--- src/rtl/fpu_pkg.sv ---
// Shared FPU types and constants for the multiplier and divider datapaths.
package fpu_pkg;

    typedef struct packed {
        logic        sign;
        logic [7:0]  exp;
        logic [22:0] mant;
    } fp32_t;

    localparam logic signed [9:0] FP_BIAS    = 10'sd127;
    localparam logic [7:0]        FP_EXP_MAX = 8'hFF;
    localparam logic [31:0]       FP_QNAN    = 32'h7FC00000;

    typedef enum logic [1:0] {
        StIdle,
        StMult,
        StNorm,
        StFinish
    } mul_state_e;

    // Outcome of operand classification, decided when start is accepted.
    typedef enum logic [1:0] {
        SpNone,
        SpNan,
        SpInf,
        SpZero
    } mul_special_e;

endpackage

--- src/rtl/fpu_classify.sv ---
// Combinational single-precision operand decode. Denormals (exp == 0) report as zero.
module fpu_classify
    import fpu_pkg::*;
(
    input  logic [31:0] op_i,
    output logic        is_zero_o,
    output logic        is_inf_o,
    output logic        is_nan_o
);

    fp32_t op;

    // Field-level decode of one operand.
    always_comb begin
        op        = op_i;
        is_zero_o = (op.exp == 8'h00);
        is_inf_o  = (op.exp == FP_EXP_MAX) && (op.mant == 23'd0);
        is_nan_o  = (op.exp == FP_EXP_MAX) && (op.mant != 23'd0);
    end

endmodule

--- src/rtl/mul_fpu_seq.sv ---
// Sequential IEEE-754 single-precision multiplier, one product bit per clock.
// Optional build macro MUL_FPU_ROUND_EN selects round-to-nearest-even; without it
// the mantissa is truncated (round toward zero).
module mul_fpu_seq
    import fpu_pkg::*;
#(
    parameter int unsigned ITER_BITS = 5,
    parameter logic [31:0] QNAN_VAL  = FP_QNAN
) (
    input  logic        clk,
    input  logic        rst,
    input  logic        start,
    input  logic [31:0] a,
    input  logic [31:0] b,
    output logic        busy,
    output logic        done,
    output logic [31:0] result,
    output logic        nan_error
);

    localparam logic [ITER_BITS-1:0] LAST_ITER = ITER_BITS'(23);

    mul_state_e            state_q;
    mul_special_e          special_q;
    mul_special_e          special_d;
    logic [ITER_BITS-1:0]  iter_q;
    logic [47:0]           acc_q;
    logic [47:0]           mcand_q;
    logic [23:0]           mplier_q;
    logic [7:0]            ea_q;
    logic [7:0]            eb_q;
    logic                  sign_q;

    logic a_zero, a_inf, a_nan;
    logic b_zero, b_inf, b_nan;

    fp32_t op_a;
    fp32_t op_b;

    logic signed [9:0] exp_sum;
    logic signed [9:0] exp_n;
    logic [22:0]       mant_n;
    logic [31:0]       norm_result;
    logic [31:0]       special_result;

    fpu_classify u_class_a (
        .op_i      (a),
        .is_zero_o (a_zero),
        .is_inf_o  (a_inf),
        .is_nan_o  (a_nan)
    );

    fpu_classify u_class_b (
        .op_i      (b),
        .is_zero_o (b_zero),
        .is_inf_o  (b_inf),
        .is_nan_o  (b_nan)
    );

    // Special-case decision on the live operands, used only when start is accepted.
    always_comb begin
        op_a = a;
        op_b = b;
        if (a_nan || b_nan || (a_zero && b_inf) || (a_inf && b_zero)) begin
            special_d = SpNan;
        end else if (a_inf || b_inf) begin
            special_d = SpInf;
        end else if (a_zero || b_zero) begin
            special_d = SpZero;
        end else begin
            special_d = SpNone;
        end
    end

    // Normalise, round and range-check the finished 48-bit product.
    always_comb begin
        exp_sum = $signed({2'b00, ea_q}) + $signed({2'b00, eb_q}) - FP_BIAS;
        if (acc_q[47]) begin
            mant_n = acc_q[46:24];
            exp_n  = exp_sum + 10'sd1;
        end else begin
            mant_n = acc_q[45:23];
            exp_n  = exp_sum;
        end
`ifdef MUL_FPU_ROUND_EN
        begin : g_round
            logic        guard;
            logic        rnd;
            logic        sticky;
            logic [23:0] mant_inc;
            if (acc_q[47]) begin
                guard  = acc_q[23];
                rnd    = acc_q[22];
                sticky = |acc_q[21:0];
            end else begin
                guard  = acc_q[22];
                rnd    = acc_q[21];
                sticky = |acc_q[20:0];
            end
            mant_inc = {1'b0, mant_n} + 24'd1;
            if (guard && (rnd || sticky || mant_n[0])) begin
                // Carry-out leaves mant_inc[22:0] == 0, i.e. 1.0 at the next exponent.
                mant_n = mant_inc[22:0];
                if (mant_inc[23]) begin
                    exp_n = exp_n + 10'sd1;
                end
            end
        end
`endif
        if (exp_n >= 10'sd255) begin
            norm_result = {sign_q, FP_EXP_MAX, 23'd0};
        end else if (exp_n <= 10'sd0) begin
            norm_result = {sign_q, 31'd0};
        end else begin
            norm_result = {sign_q, exp_n[7:0], mant_n};
        end
    end

`ifndef MUL_FPU_ROUND_EN
    // Discarded product bits only matter when rounding is built in.
    logic unused_low_bits;
    assign unused_low_bits = ^acc_q[22:0];
`endif

    // Result for NaN/Inf/zero operands, selected by the stored classification.
    always_comb begin
        special_result = QNAN_VAL;
        case (special_q)
            SpInf:   special_result = {sign_q, FP_EXP_MAX, 23'd0};
            SpZero:  special_result = {sign_q, 31'd0};
            default: special_result = QNAN_VAL;
        endcase
    end

    // Control FSM with registered handshake and result outputs.
    always_ff @(posedge clk or posedge rst) begin
        if (rst) begin
            state_q   <= StIdle;
            special_q <= SpNone;
            iter_q    <= '0;
            acc_q     <= '0;
            mcand_q   <= '0;
            mplier_q  <= '0;
            ea_q      <= '0;
            eb_q      <= '0;
            sign_q    <= 1'b0;
            busy      <= 1'b0;
            done      <= 1'b0;
            result    <= '0;
            nan_error <= 1'b0;
        end else begin
            case (state_q)
                StIdle: begin
                    done <= 1'b0;
                    if (start) begin
                        sign_q    <= op_a.sign ^ op_b.sign;
                        ea_q      <= op_a.exp;
                        eb_q      <= op_b.exp;
                        mcand_q   <= {24'd0, 1'b1, op_a.mant};
                        mplier_q  <= {1'b1, op_b.mant};
                        acc_q     <= '0;
                        iter_q    <= '0;
                        special_q <= special_d;
                        busy      <= 1'b1;
                        state_q   <= (special_d == SpNone) ? StMult : StFinish;
                    end
                end
                StMult: begin
                    acc_q    <= acc_q + (mplier_q[0] ? mcand_q : 48'd0);
                    mplier_q <= mplier_q >> 1;
                    mcand_q  <= mcand_q << 1;
                    iter_q   <= iter_q + ITER_BITS'(1);
                    if (iter_q == LAST_ITER) begin
                        state_q <= StNorm;
                    end
                end
                StNorm: begin
                    result    <= norm_result;
                    nan_error <= 1'b0;
                    done      <= 1'b1;
                    busy      <= 1'b0;
                    state_q   <= StFinish;
                end
                StFinish: begin
                    // Normal results were registered in NORM; special ones land here.
                    if (special_q != SpNone) begin
                        result    <= special_result;
                        nan_error <= (special_q == SpNan);
                        done      <= 1'b1;
                        busy      <= 1'b0;
                    end else begin
                        done <= 1'b0;
                    end
                    state_q <= StIdle;
                end
                default: begin
                    state_q <= StIdle;
                end
            endcase
        end
    end

endmodule

--- config.mk ---
export PLATFORM = sky130hd
export DESIGN_NAME = mul_fpu_seq
export DESIGN_NICKNAME = d
export VERILOG_FILES = /design/src/rtl/fpu_pkg.sv /design/src/rtl/fpu_classify.sv /design/src/rtl/mul_fpu_seq.sv
export SDC_FILE = /design/constraint.sdc
export NUM_CORES = 1
export LEC_CHECK = 0
export CORE_UTILIZATION = 60
export CTS_BUF_LIST = sky130_fd_sc_hd__clkbuf_4
export CTS_CLUSTER_SIZE = 28
export DETAILED_ROUTE_END_ITERATION = 8
export PLACE_DENSITY = 0.83
export RECOVER_POWER = 100
export SLEW_MARGIN = 20
export SYNTH_ARGS = -nofsm -noshare
export SYNTH_HDL_FRONTEND = slang
export SYNTH_SLANG_ARGS = --single-unit
--- constraint.sdc ---
create_clock -name clk -period 9.1 [get_ports clk]
set_clock_uncertainty 0.2 [all_clocks]
set_input_delay 2.275 -clock clk [delete_from_list [all_inputs] [get_ports clk]]
set_output_delay 2.275 -clock clk [all_outputs]
set_load 0.01 [all_outputs]
io_fan.png
Scale bar: 50 microns.
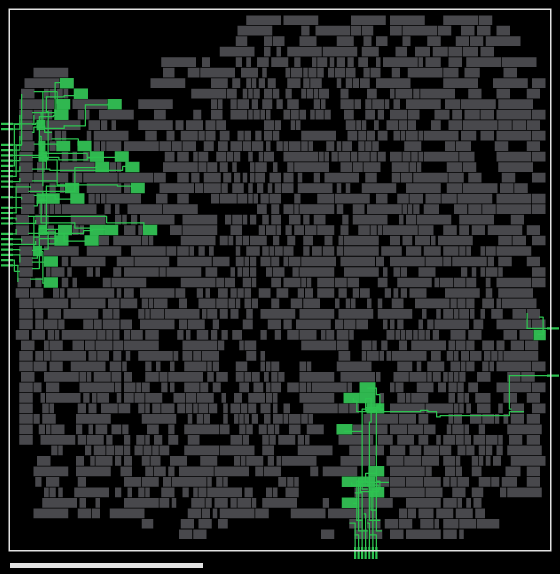
[green] `b` | bits: 32 | direction: input | end cells: 42 | buffers: 32 | wire: 930 microns
# IOs: 102
Port-buffer cells: 101

detail.png
Window x 15 to 55, y 85 to 125 microns. Cells in gray, sequential cells in the stronger gray; small squares are vias.
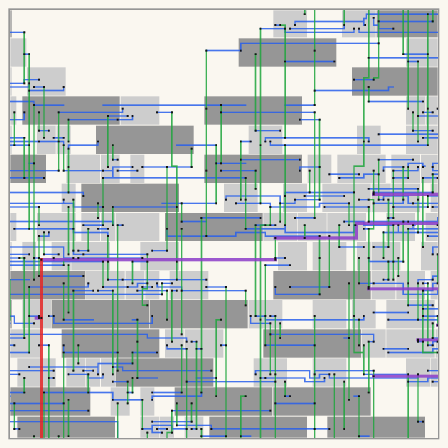
[green] metal 2
[blue] metal 1
[red] metal 4
[purple] metal 3
cells with their middle in the window: 92
netlist names of flops here include: `mplier_q` (13), `mcand_q` (7), `acc_q` (2)
most frequent: dfrtp_1 (22), nand2_1 (12), o21ai_0 (11)
sequential cells in the window: 22

clocks.png
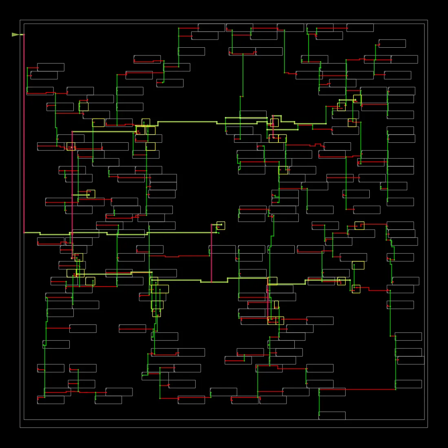
flop count: 181
layout clock buffer count: 17
clk sinks: 181
Clock net power: 0.438 mW
Latency at later pin: 0.60 ns

==> impl_metrics.ini <==
; physical design summary
[status]
status = finished, violations left
violations = max-capacitance violations, max-slew violations

[routing]
via_per_inst = 6.08
drcViolationCount = 0
drtAntennaViolNets = 0
drt-total-wl_mm = 25.2
avgRoutedWirePerCell_microns = 16.5
initialDrtViolationCount = 541

[clocking]
cts_setup_buffers = 0
htreeDepth = 4
cts_made_buffers = 17
cts_tree = done
ctsResizeCount = 0
postCtsHoldBufs = 0

[setup_path]
critPathMaxStageDelay_ns = 1.67
critPathLaunchType = primary input
worst-path-buf-inv = 2
critPathCaptureType = register
crit_arrival_ns = 6.41
rrSetupSlack_ns = 4.33

[grt]
grt_use_total = 0.273
grt_max_degree = 110
grt_pass1_vias = 8805
antenna_found_initial = 1

[sta]
min_period_ns = 6.16
period_used_share = 0.677
slew_headroom = -2.10
finalSetupTns_ns = 0
hold_viol = 0
finalMaxSlewViolations = 208
setup_viol = 0
worstMarginPinSlew_ns = 4.63

[yosys]
synth-main-ff-cell = dfrtp_1
yosysCellCount = 1225
yosysMostFrequentCell = dfrtp_1
synth_cell_type_count = 65
async_flop_share = 1.00
ys.warnings.count = 0
yosysChipArea_sq_mm = 0.0114
synthesis.area_sq_mm = 0.0114
ys_ff = 181
top_area_cell = dfrtp_1
synth_nets = 1363

[floorplan]
core_sq_mm = 0.0187
fp.dieW_microns = 140
die_h_microns = 140

[pwr]
swShare = 0.466
comb_power_share = 0.573
intPower_mw = 2.18
clkPwrFrac = 0.107
power.net_switching_mw = 1.90
vdd_ir_drop_max_v = 0.000193

[placement]
place_hpwl_mm = 18.1

[layout]
instances_no_fill = 1532

[worst_hold_path]
min_path_cells = 2
worstHoldStart = mplier_q[0]

[job]
maxCapViolations = 3
[metrics by stage]
step                      area [sq um]  setup WS [ns]  power [mW]
after global routing             12800           2.11        4.46
after global placement           12500           3.63        3.62
after detailed placement         12500           3.49        3.70
final                            12800           2.94        4.09
after floorplan                  11400           1.71        3.14
after CTS                        12800           4.18        4.14
[worst register-to-register path: stages (launching register included)]
cell and delay, ns:
dfrtp_1 0.47, inv_1 0.09, ha_1 0.32, nand2_1 0.68
o21a_1 1.67, buf_4 0.93, o21ai_0 0.26
[routing by layer]
metal  vias to the layer above  share of wire  track usage
li1                       4584              -            -
met1                      4422           0.48        0.393
met4                         0          0.016       0.0694
met5                         -              0            0
met3                        32          0.051       0.0455
met2                       271           0.45        0.429
[cell type report]
type / count / area, sq um
fill: 1476 / 5930
timing repair buffer: 111 / 1080
antenna: 1 / 2.50
tap: 234 / 293
clock buffer: 17 / 128
clock inverter: 15 / 140
sequential: 181 / 4530
inverter: 28 / 106
multi-input combinational: 945 / 6500
[power groups by stage]
stage          logic (mW)  registers (mW)  clock network, mW
6_report             2.34            1.31              0.438
5_1_grt              2.63            1.35              0.480
4_1_cts              2.38            1.31              0.450
3_5_place_dp         2.38            1.33                  0
3_3_place_gp         2.30            1.31                  0
2_1_floorplan        1.87            1.27                  0
[state kept, by name, indices dropped and copies added, names as in the netlist]
signal / count
acc_q: 48
mcand_q: 48
result: 32
mplier_q: 24
ea_q: 8
eb_q: 8
iter_q: 5
special_q: 2
state_q: 2
busy: 1
done: 1
nan_error: 1
sign_q: 1
[cells in the final DEF, fill, tap and decap left out, drive strengths merged, types with 4 or more instances in the layout]
cell type / netlist / final
mux2: 38 / 38
a31oi: 14 / 14
nor3: 15 / 15
nand2: 156 / 156
a21o: 38 / 38
nand4: 21 / 21
a21oi: 61 / 61
a22o: 30 / 30
o21a: 6 / 6
a211oi: 5 / 5
buf: 17 / 8
nand2b: 10 / 10
ha: 69 / 69
clkdlybuf4s50: 0 / 63
nor2b: 10 / 10
clkinv: 0 / 6
a221oi: 4 / 4
o21ai: 130 / 130
o211ai: 5 / 5
a32o: 23 / 23
nor4: 15 / 15
o21bai: 12 / 12
dfrtp: 181 / 181
o31ai: 5 / 5
nand3: 18 / 18
o211a: 9 / 9
dlygate4sd3: 0 / 38
and3: 7 / 7
nor2: 47 / 47
inv: 28 / 35
xnor2: 40 / 40
clkbuf: 54 / 19
or3: 4 / 4
mux2i: 48 / 48
and2: 50 / 50
xor2: 19 / 19
[kinds of logic after synthesis]
family                   after synthesis  share of synthesized area
AND/OR/NAND/NOR                      365                      0.155
AND-OR/OR-AND                        364                      0.211
flip-flops                           181                      0.396
buffers and inverters                 99                     0.0332
multiplexers                          86                     0.0795
adder cells (fa/ha/maj)               71                     0.0790
XOR/XNOR                              59                     0.0465
[worst max-delay path by stage]
stage | from | to | slack (ns) | cells after the start
after floorplan | rst | acc_q[0] | 1.71 | 1
after global placement | start | mcand_q[13] | 3.63 | 5
after detailed placement | start | mplier_q[2] | 3.49 | 5
after CTS | start | mcand_q[5] | 4.18 | 5
after global routing | rst | mplier_q[18] | 2.11 | 3
final | start | mcand_q[7] | 2.94 | 5
Power and IR drop assume default switching activity.
